`src/rtl/keyboard_key_repeat.sv`:
```
// keyboard_key_repeat: per-key make/break level to one-clock pulses; optional auto-repeat when KEYBOARD_AUTO_REPEAT_EN is defined.
// Latency: 1 clock from a sampled make to the first pulse; repeats DELAY_CYCLES later, then every REPEAT_CYCLES.
// Backpressure: none; inputs are qualified every clock and outputs are registered pulses/levels with no handshake.
module keyboard_key_repeat #(
   parameter int                    NUM_KEYS      = 4,
   parameter logic [NUM_KEYS*8-1:0] SCAN_CODES    = {8'h29, 8'h6B, 8'h74, 8'h72},
   parameter int                    DELAY_CYCLES  = 2_500_000,
   parameter int                    REPEAT_CYCLES = 500_000,
   parameter logic [NUM_KEYS-1:0]   REPEAT_MASK   = {NUM_KEYS{1'b1}}
) (
   input  logic                clk,
   input  logic                rst_n,
   input  logic [7:0]          scanCode,
   input  logic                makeBreak,
   output logic [NUM_KEYS-1:0] signal,
   output logic [NUM_KEYS-1:0] held
);

   typedef enum logic [2:0] {
      S_IDLE  = 3'd0,
      S_PRESS = 3'd1,
      S_DELAY = 3'd2,
      S_RPT   = 3'd3,
      S_FIRE  = 3'd4
   } state_t;

`ifdef KEYBOARD_AUTO_REPEAT_EN
   // Counter only ever reaches (cycles - 2), so clog2 of the larger period always fits.
   localparam int            MAX_CYC = (DELAY_CYCLES > REPEAT_CYCLES) ? DELAY_CYCLES : REPEAT_CYCLES;
   localparam int            CW      = (MAX_CYC > 1) ? $clog2(MAX_CYC) : 1;
   localparam logic [CW-1:0] DLY_END = CW'(DELAY_CYCLES - 2);
   localparam logic [CW-1:0] RPT_END = CW'(REPEAT_CYCLES - 2);
`else
   // Timing parameters have no effect when repeat is compiled out.
   logic w_unused_cfg;
   assign w_unused_cfg = ^{REPEAT_MASK, DELAY_CYCLES[0], REPEAT_CYCLES[0]};
`endif

   for (genvar g = 0; g < NUM_KEYS; g++) begin : g_ch
      state_t r_state;
      state_t w_state_nxt;
      logic   r_sig;
      logic   r_held;
      logic   w_match;

      assign w_match = (scanCode == SCAN_CODES[8*g +: 8]);

`ifdef KEYBOARD_AUTO_REPEAT_EN
      logic [CW-1:0] r_cnt;
      logic [CW-1:0] w_cnt_nxt;

      // Next state and counter: break on this key wins over everything, counter clears on state entry.
      always_comb begin
         w_state_nxt = r_state;
         w_cnt_nxt   = r_cnt;
         if (w_match && !makeBreak) begin
            w_state_nxt = S_IDLE;
            w_cnt_nxt   = '0;
         end else begin
            case (r_state)
               S_IDLE: begin
                  if (w_match && makeBreak) begin
                     w_state_nxt = S_PRESS;
                     w_cnt_nxt   = '0;
                  end
               end
               S_PRESS: begin
                  w_state_nxt = S_DELAY;
                  w_cnt_nxt   = '0;
               end
               S_DELAY: begin
                  // Channels without repeat park here with the counter frozen at 0.
                  if (REPEAT_MASK[g]) begin
                     if (r_cnt == DLY_END) begin
                        w_state_nxt = S_FIRE;
                        w_cnt_nxt   = '0;
                     end else begin
                        w_cnt_nxt = r_cnt + 1'b1;
                     end
                  end
               end
               S_FIRE: begin
                  w_state_nxt = S_RPT;
                  w_cnt_nxt   = '0;
               end
               S_RPT: begin
                  if (r_cnt == RPT_END) begin
                     w_state_nxt = S_FIRE;
                     w_cnt_nxt   = '0;
                  end else begin
                     w_cnt_nxt = r_cnt + 1'b1;
                  end
               end
               default: begin
                  w_state_nxt = S_IDLE;
                  w_cnt_nxt   = '0;
               end
            endcase
         end
      end

      // Repeat timing counter register.
      always_ff @(posedge clk) begin
         if (!rst_n) begin
            r_cnt <= '0;
         end else begin
            r_cnt <= w_cnt_nxt;
         end
      end
`else
      // Next state without repeat: one pulse per make, DELAY is a plain hold state.
      always_comb begin
         w_state_nxt = r_state;
         if (w_match && !makeBreak) begin
            w_state_nxt = S_IDLE;
         end else begin
            case (r_state)
               S_IDLE: begin
                  if (w_match && makeBreak) begin
                     w_state_nxt = S_PRESS;
                  end
               end
               S_PRESS: w_state_nxt = S_DELAY;
               S_DELAY: w_state_nxt = S_DELAY;
               default: w_state_nxt = S_IDLE;
            endcase
         end
      end
`endif

      // State register plus registered decode of the next state for the outputs.
      always_ff @(posedge clk) begin
         if (!rst_n) begin
            r_state <= S_IDLE;
            r_sig   <= 1'b0;
            r_held  <= 1'b0;
         end else begin
            r_state <= w_state_nxt;
            r_sig   <= (w_state_nxt == S_PRESS) || (w_state_nxt == S_FIRE);
            r_held  <= (w_state_nxt != S_IDLE);
         end
      end

      assign signal[g] = r_sig;
      assign held[g]   = r_held;
   end

endmodule

```
`config.mk`:
```
export PLATFORM = sky130hd
export DESIGN_NAME = keyboard_key_repeat
export DESIGN_NICKNAME = d
export VERILOG_FILES = /design/src/rtl/keyboard_key_repeat.sv
export SDC_FILE = /design/constraint.sdc
export NUM_CORES = 1
export LEC_CHECK = 0
export CORE_UTILIZATION = 46
export DETAILED_ROUTE_END_ITERATION = 8
export HOLD_SLACK_MARGIN = 0.06
export MAX_ROUTING_LAYER = met4
export PLACE_DENSITY = 0.79
export SYNTH_ARGS = -nofsm -noshare
export SYNTH_HDL_FRONTEND = slang
export SYNTH_SLANG_ARGS = --single-unit
```
`constraint.sdc`:
```
create_clock -name clk -period 1.2 [get_ports clk]
set_input_delay 0.3 -clock clk [delete_from_list [all_inputs] [get_ports clk]]
set_output_delay 0.3 -clock clk [all_outputs]
set_load 0.02 [all_outputs]
```
==> run_1/class_map.png <==
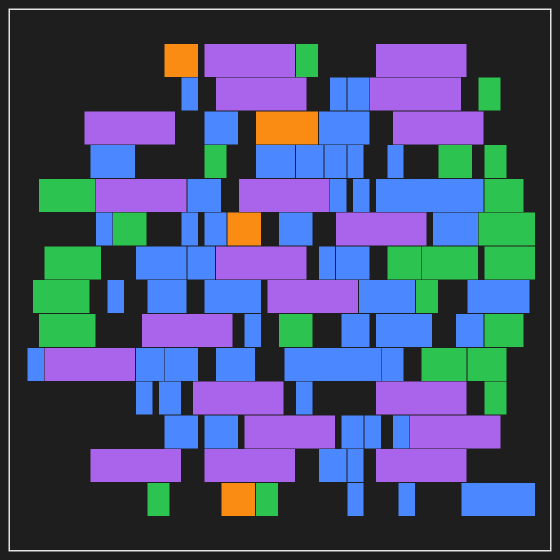
| colour | class | cells | share of their area |
|---|---|---|---|
| blue | remaining logic cells | 52 | 37% |
| orange | clock drivers and dummy loads | 4 | 3.6% |
| purple | registers | 20 | 40% |
| green | remaining buffers and delay cells | 23 | 19% |

==> run_1/util_map.png <==
The bar under the picture is 10 um long. The die is cut into 9 by 9 equal tiles; dark blue is low, red is high, 0 to 100% covered.
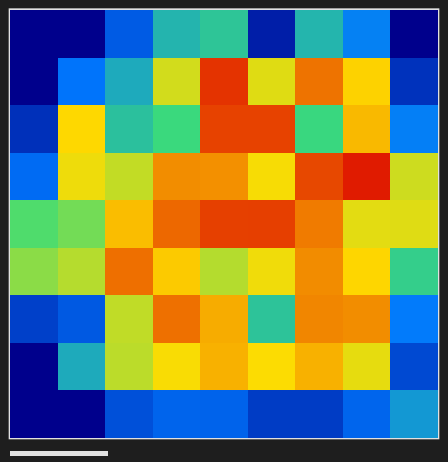
fullest tile: 97%
mean over tiles: 53%
tiles over 75% full: 32%
final core area utilization: 0.656
Core Density at Floorplan: 0.508
Floorplan Core Area: 1560 um2

==> COMMIT_EDITMSG, run 1 <==
Update PnR metrics after Yosys + OpenROAD run

- Per the finish-stage timing summary, setup violations number 0.
- Measured along the x axis, the die boundary spans 43.5 um.
- Most frequently placed logic cells in the final layout: dfxtp_1, nor2_1, buf_2, dlymetal6s2s_1
- Die outline height: 43.5 um
- List of cells traversed by the critical path: buf_2
- The placement report lists the number of port buffers as 18.
- Area share of the leading cell type in the synthesized netlist: 0.506
* Number of synthesis warnings: 0
* Final instance count without filler cells: 115
- STA reports a reg2reg setup slack of 180 ps.
- Summed negative setup slack over all endpoints: 0 ps
- Chip area from the yosys synthesis statistics: 792 um2
- Hold wc startpoint: scanCode[7]
- TritonCTS built the clock tree.
- After filler insertion, the fill cell instance count of the layout stands at 129.
- Largest voltage drop on the vdd net: 0.709 mV
* Total I/O pin count: 19
- Post-layout minimum cycle time: 1110 ps
- Across all layers, the routed design uses 615 vias.
- At the later pin of the worst-skew pair, clock insertion delay measures 310 ps.
- Violations in the final reports: design-rule violations
- Number of antenna violations at the first check in global routing: 0
* Total number of cells along the worst setup path: 1
- OpenSTA, run right after detailed placement, puts the worst setup slack at -371 ps.
- Drt first pass iters: 6
- Logic area: 373 um2
- Largest delay contributor family on the critical path: flip-flops
- Overall routing resource usage recorded by global route was 0.192.
- Post-synth area hogs: dfxtp_1, buf_4, nor2_1, and3_2, nor2b_1
- In the Yosys stats the netlist draws on 25 distinct library cells.
- In this run the remaining antenna-violating nets after routing total 0.
- Total number of clock tree sinks: 20
* Worst setup path category: reg2out
* Ratio of routed vias to standard cells: 5.35
- CP Launch Point: g_ch[2].r_held
- Result of the run: complete, but fails checks
* Kind of launch point of the worst setup path: flop
* Number of warnings the tools reported: 26
* Remaining design rule violation count: 6
- Average detailed-routed wire length per instance: 14.1 um
==> run_1/sizing.png <==
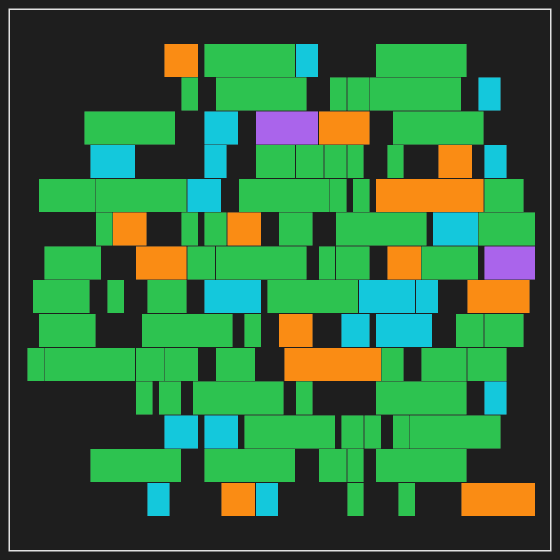
| colour | size | cells |
|---|---|---|
| green | x1 and smaller | 66 |
| purple | x6 and larger | 2 |
| orange | x3 and x4 | 13 |
| cyan | x2 | 18 |
number of non-clock buffers: 23
signed area change from the synthesized netlist to the final layout: 29.1%
least setup slack across all paths after layout: 91.5 ps
Final Instance Area: 1020 um2

[run 1: worst min path at each step]
stage	slack, ps	cells past startpoint	to
3_3_place_gp	500	3	g_ch[3].r_state[1]
6_report	350	3	g_ch[3].r_sig
5_1_grt	370	3	g_ch[3].r_sig
4_1_cts	540	3	g_ch[3].r_held
3_5_place_dp	510	3	g_ch[3].r_state[1]
2_1_floorplan	450	2	g_ch[2].r_sig
[run 1: power breakdown]
part	internal [W]	leakage [nW]	total (W)	switching, W
clock	0.000186	0.0210	0.000394	0.000209
combinational	0.0000494	0.303	0.0000917	0.0000423
sequential	0.000671	0.163	0.000676	0.00000451
total	0.000906	0.486	0.00116	0.000255
[run 1: sequential cells by signal, indices dropped and copies added, names as in the netlist]
register	count
g_ch.r_state	12
g_ch.r_held	4
g_ch.r_sig	4
[run 1: synth_stat cells]
| library cell | count |
|---|---|
| a211oi_1 | 1 |
| a211oi_2 | 1 |
| a21oi_1 | 2 |
| and3_2 | 4 |
| and3b_1 | 2 |
| and4_4 | 1 |
| buf_4 | 8 |
| conb_1 | 1 |
| dfxtp_1 | 20 |
| nand2_1 | 4 |
| nand2b_1 | 1 |
| nand2b_4 | 1 |
| nand3_1 | 2 |
| nand3b_1 | 1 |
| nand4b_1 | 1 |
| nand4b_2 | 1 |
| nor2_1 | 12 |
| nor2_2 | 1 |
| nor2b_1 | 4 |
| nor3_1 | 2 |
| nor3_2 | 1 |
| nor3b_1 | 2 |
| nor4_2 | 1 |
| nor4_4 | 1 |
| xnor2_1 | 2 |
[run 1: area by class of cell]
| type | count | share of cell area |
|---|---|---|
| Clock buffer | 4 | 0.0355 |
| Tap cell | 16 | 0.0196 |
| Timing Repair Buffer | 23 | 0.188 |
| Sequential cell | 20 | 0.392 |
| Multi-Input combinational cell | 52 | 0.365 |
[run 1: routing by layer]
| metal | vias up | wire (um) |
|---|---|---|
| met5 | - | 0 |
| met3 | 9 | 89 |
| li1 | 294 | - |
| met4 | 0 | 67 |
| met2 | 24 | 805 |
| met1 | 288 | 665 |
[run 1: what timing repair did]
action,in CTS,in global routing
endpoints found under the setup margin,14,15
resized,35,14
setup buffers,0,1
pin swaps,6,4
[run 1: logic make-up after synthesis]
| family | Yosys count | share of synthesized area |
|---|---|---|
| XOR/XNOR | 2 | 0.0221 |
| AND/OR/NAND/NOR | 42 | 0.354 |
| other | 1 | 0.00473 |
| buffers and inverters | 8 | 0.0758 |
| AND-OR/OR-AND | 4 | 0.0379 |
| flip-flops | 20 | 0.506 |
[run 1: metrics by stage]
| stage | total power [W] | utilization |
|---|---|---|
| 2_1_floorplan | 0.000719 | - |
| 6_report | 0.00116 | 0.656 |
| 4_1_cts | 0.00117 | 0.673 |
| 5_1_grt | 0.00121 | 0.656 |
| 3_3_place_gp | 0.000777 | 0.629 |
| 3_5_place_dp | 0.000779 | 0.629 |
==> inputs of run 2 (changes only) <==
--- a/config.mk
+++ b/config.mk
@@ -10,6 +10,7 @@
 export HOLD_SLACK_MARGIN = 0.06
 export MAX_ROUTING_LAYER = met4
 export PLACE_DENSITY = 0.79
+export SLEW_MARGIN = 20
 export SYNTH_ARGS = -nofsm -noshare
 export SYNTH_HDL_FRONTEND = slang
 export SYNTH_SLANG_ARGS = --single-unit
==> run_2/util_map.png <==
The bar under the picture is 10 um long. The die is cut into 9 by 9 equal tiles; dark blue is low, red is high, 0 to 100% covered.
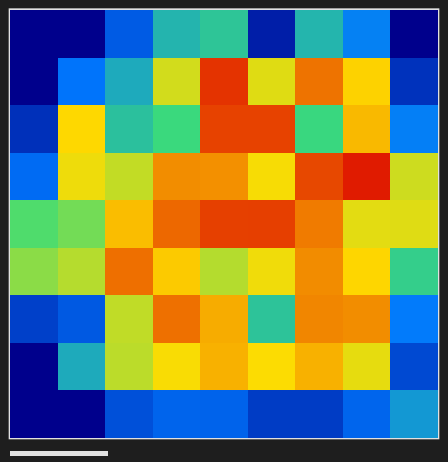
fullest tile: 97%
nearly empty tiles: 8.6%
mean over tiles: 53%

==> run_2/route_heat.png <==
The bar under the picture is 10 um long. The die is cut into 9 by 9 equal tiles; dark blue is low, red is high, scaled to the fullest tile. Values are wire area over tile area, all layers added.
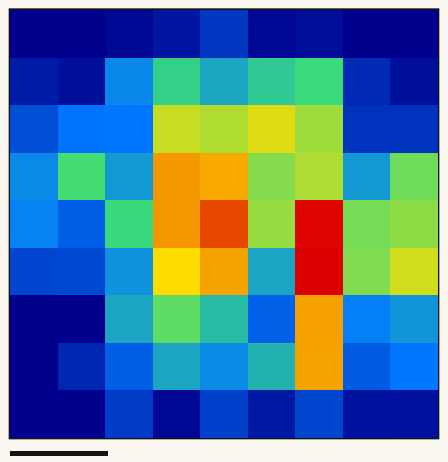
mean over tiles: 0.14
tiles over half the peak: 30%
fullest tile: 0.42

==> run_2/class_map.png <==
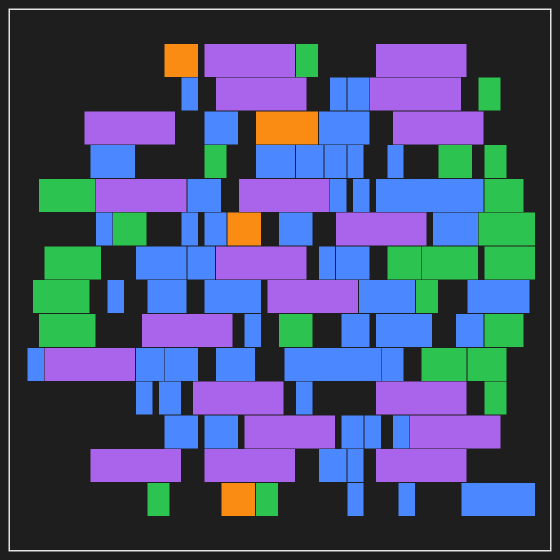
| colour | class | cells | share of their area |
|---|---|---|---|
| green | remaining buffers and delay cells | 23 | 19% |
| orange | clock drivers and dummy loads | 4 | 3.6% |
| purple | registers | 20 | 40% |
| blue | remaining logic cells | 52 | 37% |

==> run 2 against run 1 <==
- the flow still finishes with violations (design-rule violations)
- register-to-register slack hardly changed
- hold slack stayed put
- largest power group unchanged
- final cell count stayed put
- clock power hardly changed
- global-route usage stayed put
==> COMMIT_EDITMSG, run 2 <==
Update PnR metrics after Yosys + OpenROAD run

* Area share of the leading cell type in the synthesized netlist: 0.506
- Per the final layout report, the fraction of cells sized above drive strength 1 comes to 0.333.
- Worst setup slack after placement: -371 ps
- Routed length on met2: 805 um
* Result of the run: complete, but fails checks
- Standard-cell rows: 14
- Counting instances in the post-synthesis netlist gives the leading cell types as dfxtp_1, nor2_1, buf_4.
- The layout has 129 filler cells.
- In this run the worst path has a maximum fanout of 1.
- In this build the clock could be raised as far as 902 MHz.
- Vias: 615
* Global Route Usage Sum: 0.192
* Die outline height: 43.5 um
- Total number of clock tree sinks: 20
- Final weighted congestion of routability-driven global placement: 0.810
* Remaining design rule violation count: 6
- Once detail routing completed, the nets flagged for antenna violations numbered 0.
* Total of flip-flops plus latches after synthesis: 20
- Sequential element share of the synthesized area: 0.506
- Flip-flop cell with the highest count after synthesis: dfxtp_1
- Synthesized cell area: 792 um2
- # setup viols final: 0
* Violations in the final reports: design-rule violations
* Summed negative setup slack over all endpoints: 0 ps
- Hold-check failures listed in the final report amount to 0.
* Distinct cell type count after synthesis: 25
- Largest registers: g_ch.r_state (12), g_ch.r_held (4), g_ch.r_sig (4)
* Max Cap Viol: 0
- The synthesis stats list as the most numerous cell dfxtp_1.
- The OpenROAD report gives the critical path a required time of 900 ps.
- Input and output buffers added on the ports amount to 18.
- Cell with the largest stage delay on the worst path: dfxtp_1
- Number of synthesis warnings: 0
- Ranked by flip-flop count, first place goes to g_ch.r_state.
* M1 WL: 665 um
- Final net count: 111
- Chip area from the yosys synthesis statistics: 792 um2
- The chip occupies 1890 um2.
- Total I/O pin count: 19
- Path category of the worst min-delay check: in2reg
* Total inserted antenna cells: 0
- Average detailed-routed wire length per instance: 14.1 um
- Number of flip-flops in the largest register: 12
* Cell at the root of the clock tree: clkbuf_4
* Placed inst area: 981 um2
* Kind of launch point of the worst setup path: flop
- The synthesized design contains 0 enable-type register cells.
* Number of antenna violations at the first check in global routing: 0
- Worst setup path category: reg2out
- Starting DRC count in detailed routing: 21
- Post-synth area hogs: dfxtp_1, buf_4, nor2_1, and3_2, nor2b_1
* List of cells traversed by the critical path: buf_2
* Half-perimeter wire length after placement: 1150 um
- Signed area change from the synthesized netlist to the final layout: 29.1%
* Final Hold Slack: 345 ps
- The wire length recorded after detailed routing is 1630 um.
- Floorplan Core Area: 1560 um2
- Sum of met3 wire segment lengths after detailed routing: 89 um
* Top layer used by detailed routing: met4
* Post-synthesis average cell area: 10.3 um2
- Least setup slack across all paths after layout: 91.5 ps
- Largest voltage drop on the vdd net: 0.709 mV
- Post-layout minimum cycle time: 1110 ps
- The number of global-route vias before repair is 559.
- In the log, the iteration count for the first detailed-route pass is 6.
- H-Tree Depth: 1
- Most frequently placed logic cells in the final layout: dfxtp_1, nor2_1, buf_2, dlymetal6s2s_1
- STA classifies the critical path endpoint as an output port.
* Ratio of routed vias to standard cells: 5.35
- Share of flip-flops with an asynchronous set or reset: 0
- Largest delay contributor family on the critical path: flip-flops
- Number of warnings the tools reported: 26
* Width of the die: 43.5 um
* Count of final max-slew check failures: 0
- Clock latency on the worst-skew pair: 310 ps
- TritonCTS built the clock tree.
* Final Instance Area: 1020 um2
* Overflow left after global routing: 0
* Leakage power summed over all cells: 0.486 nW
- Pin count of the biggest net entering global routing: 12
* Final core area utilization: 0.656
* Core Density at Floorplan: 0.508
-- run 2: final cells by class --
| cell class | count | area (um2) | area share |
|---|---|---|---|
| Clock buffer | 4 | 36.3 | 0.0355 |
| Multi-Input combinational cell | 52 | 373 | 0.365 |
| Sequential cell | 20 | 400 | 0.392 |
| Tap cell | 16 | 20.0 | 0.0196 |
| Timing Repair Buffer | 23 | 193 | 0.188 |
-- run 2: kinds of logic after synthesis --
logic type / after synthesis / share of synthesized area
flops: 20 / 0.506
other cells: 1 / 0.00473
xor+xnor: 2 / 0.0221
simple gates: 42 / 0.354
buf+inv: 8 / 0.0758
compound gates: 4 / 0.0379
-- run 2: worst paths after layout --
| check | slack [ps] | cells after the start | startpoint | endpoint |
|---|---|---|---|---|
| setup / recovery | 90 | 1 | g_ch[2].r_held | held[2] |
| hold / removal | 350 | 3 | scanCode[7] | g_ch[3].r_sig |
| setup reg to reg | 180 | 4 | g_ch[0].r_state[0] | g_ch[0].r_held |
| hold reg to reg | 540 | 3 | g_ch[3].r_state[2] | g_ch[3].r_sig |
-- run 2: metrics by stage --
stage / cells / power, W
2_1_floorplan: 80 / 0.000719
3_3_place_gp: 111 / 0.000777
3_5_place_dp: 111 / 0.000779
4_1_cts: 114 / 0.00117
5_1_grt: 115 / 0.00121
6_report: 115 / 0.00116
-- run 2: metal layers --
| metal | vias to the layer above | track usage |
|---|---|---|
| met2 | 24 | 0.309 |
| met3 | 9 | 0.0500 |
| met1 | 288 | 0.197 |
| li1 | 294 | - |
| met5 | - | - |
| met4 | 0 | 0.150 |
-- run 2: timing repair --
| item | 4_1_cts | 5_1_grt |
|---|---|---|
| gates resized | 35 | 14 |
| hold buffers | 0 | 0 |
| buffers inserted | 0 | 1 |
| setup endpoints to repair | 14 | 15 |
| pin swaps | 6 | 4 |
-- run 2: report_power, final --
group / internal, W / leakage (nW) / switching [W]
sequential: 0.000671 / 0.163 / 0.00000451
combinational: 0.0000494 / 0.303 / 0.0000423
clock: 0.000186 / 0.0210 / 0.000209
==> inputs of run 3 (changes only) <==
--- a/config.mk
+++ b/config.mk
@@ -5,6 +5,7 @@
 export SDC_FILE = /design/constraint.sdc
 export NUM_CORES = 1
 export LEC_CHECK = 0
+export CORE_MARGIN = 2
 export CORE_UTILIZATION = 46
 export DETAILED_ROUTE_END_ITERATION = 8
 export HOLD_SLACK_MARGIN = 0.06
==> run_3/sizing.png <==
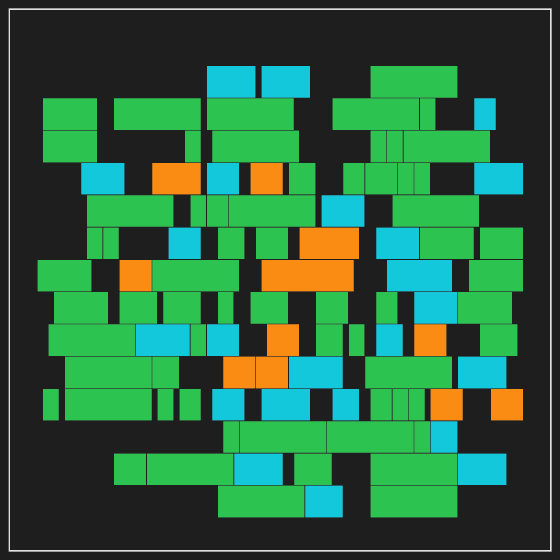
| colour | size | cells |
|---|---|---|
| green | x1 and smaller | 64 |
| cyan | x2 | 23 |
| orange | x3 and x4 | 11 |

==> run_3/congestion_map.png <==
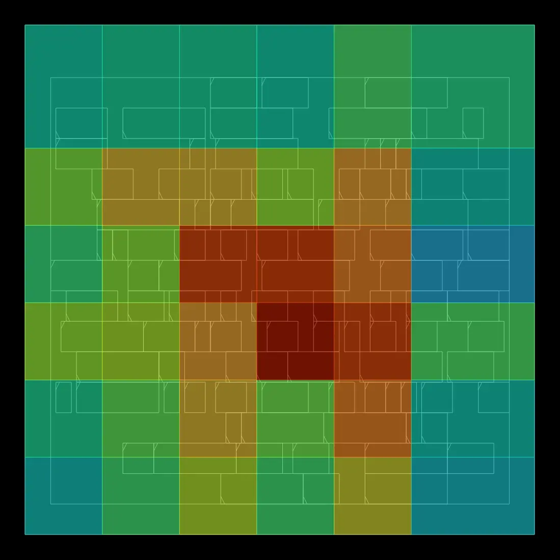
average detailed-routed wire length per instance: 13.5 um
met1 usage: 0.200
GRT busiest layer: met2
met2 Track Usage GR: 0.276

==> run_3/class_map.png <==
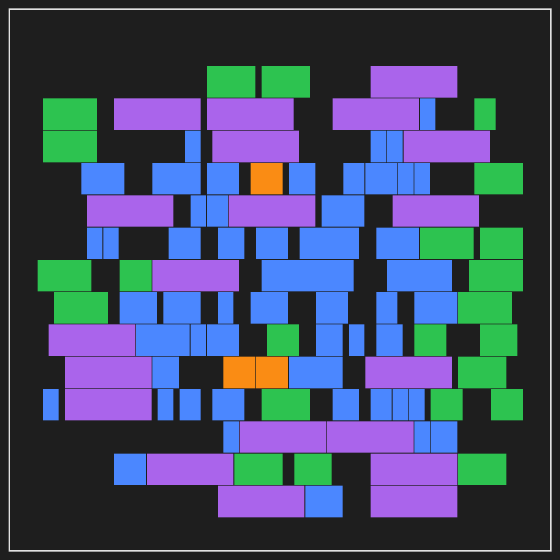
| colour | class | cells | share of their area |
|---|---|---|---|
| blue | remaining logic cells | 52 | 35% |
| orange | clock-net drivers | 3 | 2.2% |
| purple | registers | 20 | 39% |
| green | remaining buffers and delay cells | 23 | 23% |
final core area utilization: 0.665
standard-cell rows: 14
Final Instance Area: 1040 um2
sequential cell area share: 0.386

==> run 3 against run 2 <==
- the flow now finishes without violations
- clock power shrank 24%
- sequential cell count is the same
- wire length shrank 5.7%
- critical path depth is the same
- area after synthesis is the same
- final cell count shrank 0.87%
- fmax shrank 4.7%
- hold slack gained 12 ps
- global-route usage shrank 2.0 points
==> COMMIT_EDITMSG, run 3 <==
Update PnR metrics after Yosys + OpenROAD run

- The run finished with clean final reports.
* Final weighted congestion of routability-driven global placement: 0.789
- Maximum fanout encountered on the critical timing path: 1
* Leakage power summed over all cells: 0.463 nW
- Drt first pass iters: 4
* Largest voltage drop on the vdd net: 0.864 mV
* Total I/O pin count: 19
* Routed length on met2: 760 um
* Total number of clock tree sinks: 20
* Path category of the worst min-delay check: in2reg
- Based on the critical path, the design can be clocked at up to 859 MHz.
- g_ch.r_state holds more flip-flops than any other register.
- Number of buffer cells added on primary ports: 18
- Top layer used by detailed routing: met4
- The floorplan step set the die width to 45.5 um.
* Switching component of the power: 0.000228 W
* Fraction of power consumed by combinational cells: 0.082
- Per the OpenROAD floorplan log, the area of the core is 1560 um2.
- Overflow left after global routing: 0
- Per the final report, max-transition violations number 0.
* Sum of met3 wire segment lengths after detailed routing: 87 um
- Number of flip-flops in the largest register: 12
- Number of hold violations in the final report: 0
- Distinct cell type count after synthesis: 25
- Total of flip-flops plus latches after synthesis: 20
- Wirelength, routed: 1540 um
* CP Launch Point: g_ch[1].r_sig
* Sequential element share of the synthesized area: 0.506
* Internal power: 0.000836 W
- Area share of the leading cell type in the synthesized netlist: 0.506
- Entering global routing, the biggest net connects 11 pins.
- Largest registers: g_ch.r_state (12), g_ch.r_held (4), g_ch.r_sig (4)
- H-Tree Depth: 1
* Sw frac: 0.214
- After detailed placement, the total cell area comes to 981 um2.
- Share of flip-flops with an asynchronous set or reset: 0
- Max incr delay on CP: 330 ps
* Sequential cell fraction of total power: 0.635
- Signed area change from the synthesized netlist to the final layout: 31.0%
- The initial antenna violation count is 0.
* Total inserted antenna cells: 0
- Post-layout minimum cycle time: 1160 ps
- Setup repair after global routing left no endpoint under its margin.
* M1 WL: 671 um
- The synthesis report lists the Yosys warning total as 0.
* Vias in the first global route: 558
- The final route contains 588 vias.
- Required time at the endpoint of the critical path: 900 ps
- The detailed router finished its first iteration with 17 violations.
- List of cells traversed by the critical path: clkdlybuf4s15_2
- Post-synth area hogs: dfxtp_1, buf_4, nor2_1, and3_2, nor2b_1
- Reg-to-Reg Start: g_ch[1].r_state[0]
- Max Cap Viol: 0
- Cell with the largest stage delay on the worst path: dfxtp_1
- The filler cells instantiated in the layout total 134.
* Core Density at Floorplan: 0.508
- Worst setup path category: reg2out
- In this run the vertical extent of the chip is 45.5 um.
- CTS tree: built
- The chip occupies 2070 um2.
- Global Route Usage Sum: 0.172
- The final layout contains 111 nets.
- The tree is rooted in a clkbuf_4.
- For reference, the top cells by count after synthesis are dfxtp_1, nor2_1, buf_4.
- The skew report gives the latency at the later pin of the worst-skew pair as 290 ps.
- Once detail routing completed, the nets flagged for antenna violations numbered 0.
- The wire-length estimate of the detail-placed layout is 1080 um.
- Flip-flop cell with the highest count after synthesis: dfxtp_1
- The top cell types in the final layout, fill and taps aside, are dfxtp_1, nor2_1, dlymetal6s2s_1, clkdlybuf4s15_2, buf_4.
- The worst setup path is captured at an output port.
- Hold repair after CTS inserted 0 buffers.
* Hold wc startpoint: scanCode[7]
* Remaining design rule violation count: 0
- The layout summary lists the proportion of cells stronger than drive strength 1 as 0.347.
* Synthesized cell area: 792 um2
- According to the Yosys statistics, the synthesized design has a chip area of 792 um2.
==> run 3: cell counts after synthesis <==
No cell type changed its count.
==> run 3: layout make-up <==
class / count / area, um2 / area share
sequential: 20 / 400 / 0.386
multi-input combinational: 52 / 358 / 0.345
timing repair buffer: 23 / 236 / 0.228
clock buffer: 3 / 22.5 / 0.0217
tap: 16 / 20.0 / 0.0193
==> run 3: what timing repair did <==
| action | 4_1_cts | 5_1_grt |
|---|---|---|
| buffers inserted | 0 | 0 |
| gates resized | 29 | 11 |
| pin swaps | 4 | 4 |
| setup endpoints to repair | 20 | 15 |
==> run 3: power by group through the flow <==
stage	sequential (W)	clock (W)	combinational, W
floorplan	0.000690	0	0.0000290
finish	0.000675	0.000301	0.0000870
detailed placement	0.000691	0	0.0000888
CTS	0.000675	0.000304	0.0000877
global route	0.000676	0.000338	0.0000941
global placement	0.000690	0	0.0000865
==> run 3: metal layers <==
layer	GRT usage	up-vias
met5	-	-
met4	0.0706	0
met3	0.0476	2
met2	0.276	20
met1	0.200	272
li1	-	294
==> run 3: worst paths after layout <==
| kind | end | slack (ps) | cells past startpoint |
|---|---|---|---|
| max reg2reg | g_ch[1].r_state[0] | 260 | 2 |
| max | signal[1] | 40 | 1 |
| min reg2reg | g_ch[3].r_sig | 540 | 3 |
| min | g_ch[3].r_sig | 360 | 3 |
==> run 3: kinds of logic after synthesis <==
logic type,share of synthesized area
DFF,0.506
other,0.00473
xor gates and xnor gates,0.0221
AOI/OAI and AO/OA,0.0379
buffers and inverters,0.0758
and+or+nand+nor,0.354
==> run 3: metrics by stage <==
step / total power, W / TNS (ps) / instances / hold slack (ps) / setup slack, ps
after global placement: 0.000777 / -4400 / 111 / 503 / -310
after global routing: 0.00111 / 0 / 114 / 381 / 0.293
after CTS: 0.00107 / 0 / 114 / 539 / 2.62
after floorplan: 0.000719 / 0 / 80 / 450 / 216
after detailed placement: 0.000779 / -4790 / 111 / 524 / -353
final: 0.00106 / 0 / 114 / 357 / 36.2
Power is estimated from default activity; no workload was simulated.
